Figure 1. Metal 1.
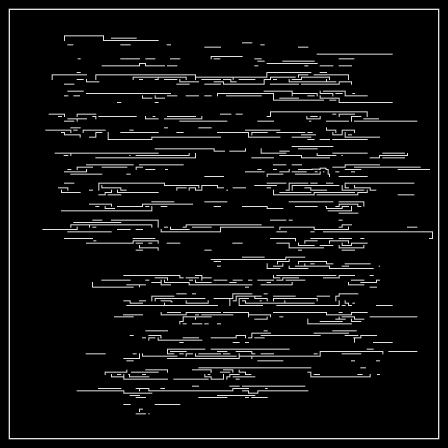
Figure 2. Signal wires on met2.
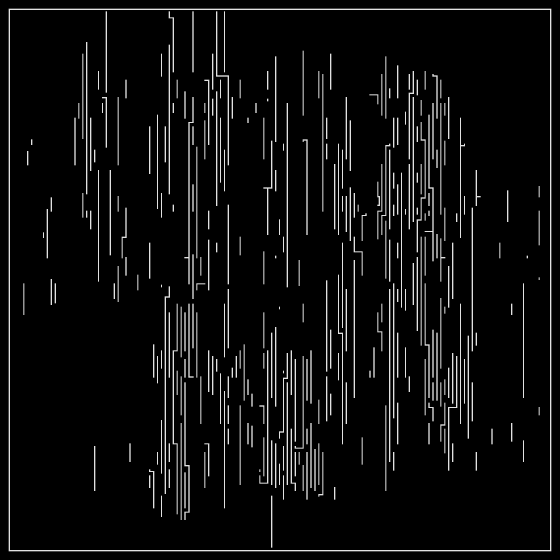
Figure 3. The metal 3 layer.
The bar under the picture is 20 µm long.
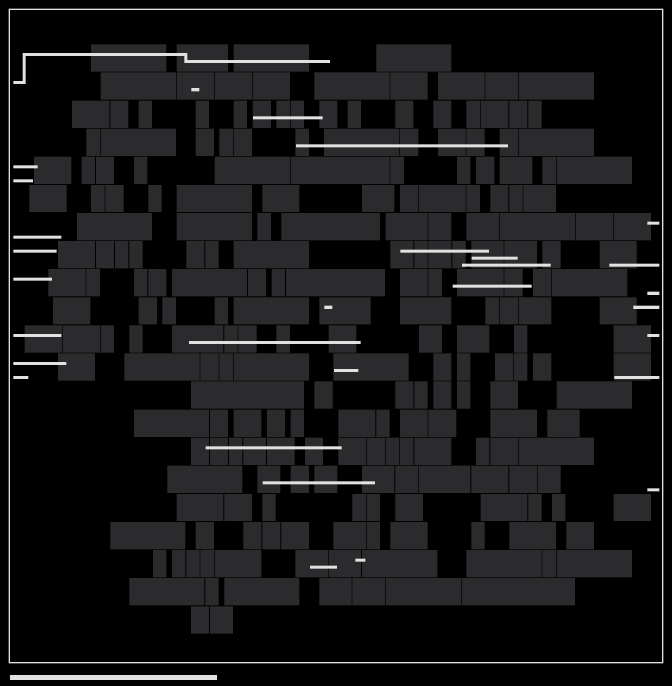
Figure 4. Track usage over the die.
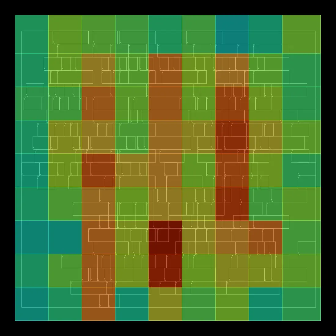
===== src/rtl/hc595_serializer.sv =====
// Serialises {seg,sel} MSB-first into a 74HC595 chain and pulses the storage clock.
// Latency: 29*DIV cycles from accept to ready; all outputs registered.
// Backpressure: load is only sampled while ready=1; requests during a frame are dropped.
module hc595_serializer #(
    parameter int DIV = 2
) (
    input  logic       sys_clk,
    input  logic       sys_rst,
    input  logic [5:0] sel,
    input  logic [7:0] seg,
    input  logic       load,
    output logic       ready,
    output logic       shcp,
    output logic       stcp,
    output logic       ds,
    output logic       oe
);

    typedef enum logic [1:0] {
        IDLE  = 2'd0,
        SHIFT = 2'd1,
        LATCH = 2'd2
    } state_t;

    localparam logic [7:0] LAST = 8'(DIV - 1);

    state_t      state;
    logic [7:0]  cnt;
    logic [3:0]  bit_idx;
    logic [13:0] frame;

    always_ff @(posedge sys_clk) begin
        if (sys_rst) begin
            state   <= IDLE;
            cnt     <= 8'd0;
            bit_idx <= 4'd0;
            frame   <= 14'd0;
            shcp    <= 1'b0;
            stcp    <= 1'b0;
            ds      <= 1'b0;
            oe      <= 1'b1;
            ready   <= 1'b0;
        end else begin
            case (state)
                IDLE: begin
                    if (ready && load) begin
                        frame   <= {seg, sel};
                        ds      <= seg[7];
                        state   <= SHIFT;
                        bit_idx <= 4'd0;
                        cnt     <= 8'd0;
                        shcp    <= 1'b0;
                        ready   <= 1'b0;
                    end else begin
                        ready <= 1'b1;
                    end
                end
                SHIFT: begin
                    if (cnt == LAST) begin
                        cnt <= 8'd0;
                        if (!shcp) begin
                            shcp <= 1'b1;
                        end else begin
                            shcp <= 1'b0;
                            if (bit_idx == 4'd13) begin
                                stcp  <= 1'b1;
                                state <= LATCH;
                            end else begin
                                // next bit goes out on the falling edge so it is stable at the rise
                                bit_idx <= bit_idx + 4'd1;
                                ds      <= frame[4'd12 - bit_idx];
                            end
                        end
                    end else begin
                        cnt <= cnt + 8'd1;
                    end
                end
                LATCH: begin
                    if (cnt == LAST) begin
                        cnt   <= 8'd0;
                        stcp  <= 1'b0;
                        oe    <= 1'b0;
                        ready <= 1'b1;
                        state <= IDLE;
                    end else begin
                        cnt <= cnt + 8'd1;
                    end
                end
                default: state <= IDLE;
            endcase
        end
    end

endmodule


===== config.mk =====
export PLATFORM = sky130hd
export DESIGN_NAME = hc595_serializer
export DESIGN_NICKNAME = d
export VERILOG_FILES = /design/src/rtl/hc595_serializer.sv
export SDC_FILE = /design/constraint.sdc
export NUM_CORES = 1
export LEC_CHECK = 0
export CAP_MARGIN = 5
export CORE_UTILIZATION = 45
export CTS_CLUSTER_DIAMETER = 60
export CTS_CLUSTER_SIZE = 28
export DETAILED_ROUTE_END_ITERATION = 8
export PLACE_DENSITY = 0.69
export SYNTH_ARGS = -nofsm -noshare
export SYNTH_HDL_FRONTEND = slang
export SYNTH_SLANG_ARGS = --single-unit

===== constraint.sdc =====
create_clock -name sys_clk -period 2.51 [get_ports sys_clk]
set_clock_uncertainty 0.1 [all_clocks]
set_input_delay 0.251 -clock sys_clk [delete_from_list [all_inputs] [get_ports sys_clk]]
set_output_delay 0.251 -clock sys_clk [all_outputs]
set_load 0.01 [all_outputs]

==> impl_metrics.py <==
# Generated from Yosys and OpenROAD reports
metrics = {
    "place": {
        "gp_congestion": 0.816,
        "io_buffers": 21,
        "hpwl_um": 2550,
        "pre_cts_ws_ns": 0.387,
        "postPlaceCellArea_um2": 1930,
    },
    "worst_setup_path": {
        "crit_path_end_kind": "flip-flop",
        "slowest_delay_ns": 0.48,
        "worstPathCellList": "ha_1, nor4b_1, a32oi_1, nor2_1, o2111ai_1, a21oi_2",
        "critPathKind": "flip-flop to flip-flop",
        "worstSetupStartpointType": "flip-flop",
        "startpoint": "cnt[0]",
        "ff2ff_setup_slack_ns": 0.35,
        "crit_buf_inv": 0,
        "cp.arrival_ns": 2.28,
        "crit_fanout": 5,
    },
    "clock_tree": {
        "htreeDepth": 2,
        "ctsResizeCount": 0,
        "clock_latency_ns": 0.28,
        "cts.path.max_buffers": 2,
        "root_buffer": "clkbuf_8",
        "clk_pin_slew_ns": 0.07,
        "cts_hold_buf": 0,
        "cts_tree": "yes",
        "clock-sinks": 33,
    },
    "final_layout": {
        "syn_to_final_growth_pct": 22.7,
        "fin_area_um2": 2060,
        "diodes": 0,
        "instances_no_fill": 271,
        "finalNetCount": 249,
    },
    "floorplan": {
        "coreArea_um2": 3470,
        "die-area_um2": 3990,
        "rows": 21,
        "die-height_um": 63.1,
        "fp_util_pct": 48.5,
    },
    "synth": {
        "edf_count": 0,
        "synthTopCellsByArea": "dfxtp_1, nand2_1, a21oi_1",
        "ys_ff": 33,
        "avgSynthCellArea_um2": 8.32,
        "synthTopCellsByCount": "dfxtp_1, nand2_1, a21oi_1",
        "synth_warnings": 0,
        "synthCells": 202,
        "ys_seq_share_pct": 39.3,
        "fp_nets": 227,
        "synth_cell_types": 40,
    },
    "sta": {
        "tightest_slew_ns": 0.693,
        "setup_violations": 0,
        "fin_ws_ns": 0.350,
        "max-slew-margin-rel_pct": 53.7,
        "period_minus_slack_ns": 2.16,
        "rsz0062_at_grt": "false",
        "finalCritPeriodShare_pct": 86.1,
        "timing.hold.ws_ns": 0.354,
        "slew_violations": 0,
        "finalHoldViolations": 0,
    },
    "drt": {
        "dr_total_vias": 1479,
        "dr_wl_met3_um": 173,
        "drc": 0,
        "dr.pass1.iters": 4,
        "dr_wl_met2_um": 1590,
        "drt_iter0_drc": 87,
        "met1Wirelength_um": 1650,
        "vias_per_cell": 5.46,
    },
    "global_routing": {
        "use_met2_pct": 29.6,
        "antenna_found_initial": 0,
        "grt.overflow.total": 0,
        "grt_pass1_vias": 1320,
        "grt_max_degree": 19,
    },
    "worst_hold_path": {
        "worstHoldPathCells": 1,
        "hold_end": "oe",
        "min_path_type": "flip-flop to flip-flop",
    },
    "run_status": {
        "status": "complete, no violations",
    },
    "power_and_ir_drop": {
        "leakage_nw": 0.749,
        "worst_ir_drop_vdd_v": 0.000418,
    },
}
Notes on Figure 1 above:
share of all routed wire = 47%
main direction = horizontal

Notes on Figure 2 above:
main direction = vertical
nets with wire on the layer = 197

Notes on Figure 3 above:
wire length on this layer = 174 µm
longest straight run = 20.2 µm

Notes on Figure 4 above:
Most Used Layer, Global Route: met2
total track usage: 19.3%
met1 Track Usage GR: 25.1%
Global Route met3 Usage: 3.80%
WL/cell: 12.8 µm

state kept, by name, summed over array words and instances (netlist names):
name and flops:
cnt 8, oe 1, frame 14, state 2, ready 1, bit_idx 4
stcp 1, shcp 1, ds 1
cell type report:
| class | count | area (µm²) |
|---|---|---|
| tap | 46 | 57.6 |
| inverter | 8 | 30.0 |
| clock buffer | 5 | 68.8 |
| sequential | 33 | 661 |
| multi-input combinational | 152 | 948 |
| fill | 317 | 1410 |
| clock inverter | 3 | 65.1 |
| timing repair buffer | 24 | 233 |
power breakdown:
| part | leakage (nW) | switching [mW] | internal, mW | total (mW) |
|---|---|---|---|---|
| Sequential | 0.268 | 0.0600 | 0.604 | 0.664 |
| Clock | 0.0681 | 0.198 | 0.394 | 0.592 |
| Combinational | 0.413 | 0.546 | 0.362 | 0.908 |
kinds of logic after synthesis:
| kind of cell | after synthesis | synth area share, % |
|---|---|---|
| AND-OR/OR-AND | 54 | 19.9 |
| adder cells (fa/ha/maj) | 8 | 5.95 |
| buffers and inverters | 17 | 4.32 |
| XOR/XNOR | 5 | 2.60 |
| flip-flops | 33 | 39.3 |
| multiplexers | 6 | 6.55 |
| AND/OR/NAND/NOR | 79 | 21.4 |
worst register-to-register path: cells and delay by family (launching register included):
kind            cells  cell delay, ns
flops               1            0.39
fa+ha+maj           1            0.19
simple gates        2            0.78
compound gates      3            0.64
cells in the final DEF, fill, tap and decap left out, types with 4 or more instances in the layout:
cell type,n
nor2_1,21
clkdlybuf4s50_1,21
a21oi_1,23
nand3b_1,4
inv_1,8
nand3_1,5
o21ai_0,11
xnor2_1,4
nand2_1,33
nor3_1,4
dfxtp_1,33
and3_1,4
ha_1,8
clkbuf_8,5
No activity file was given, so power comes from the tool's default toggle rates.
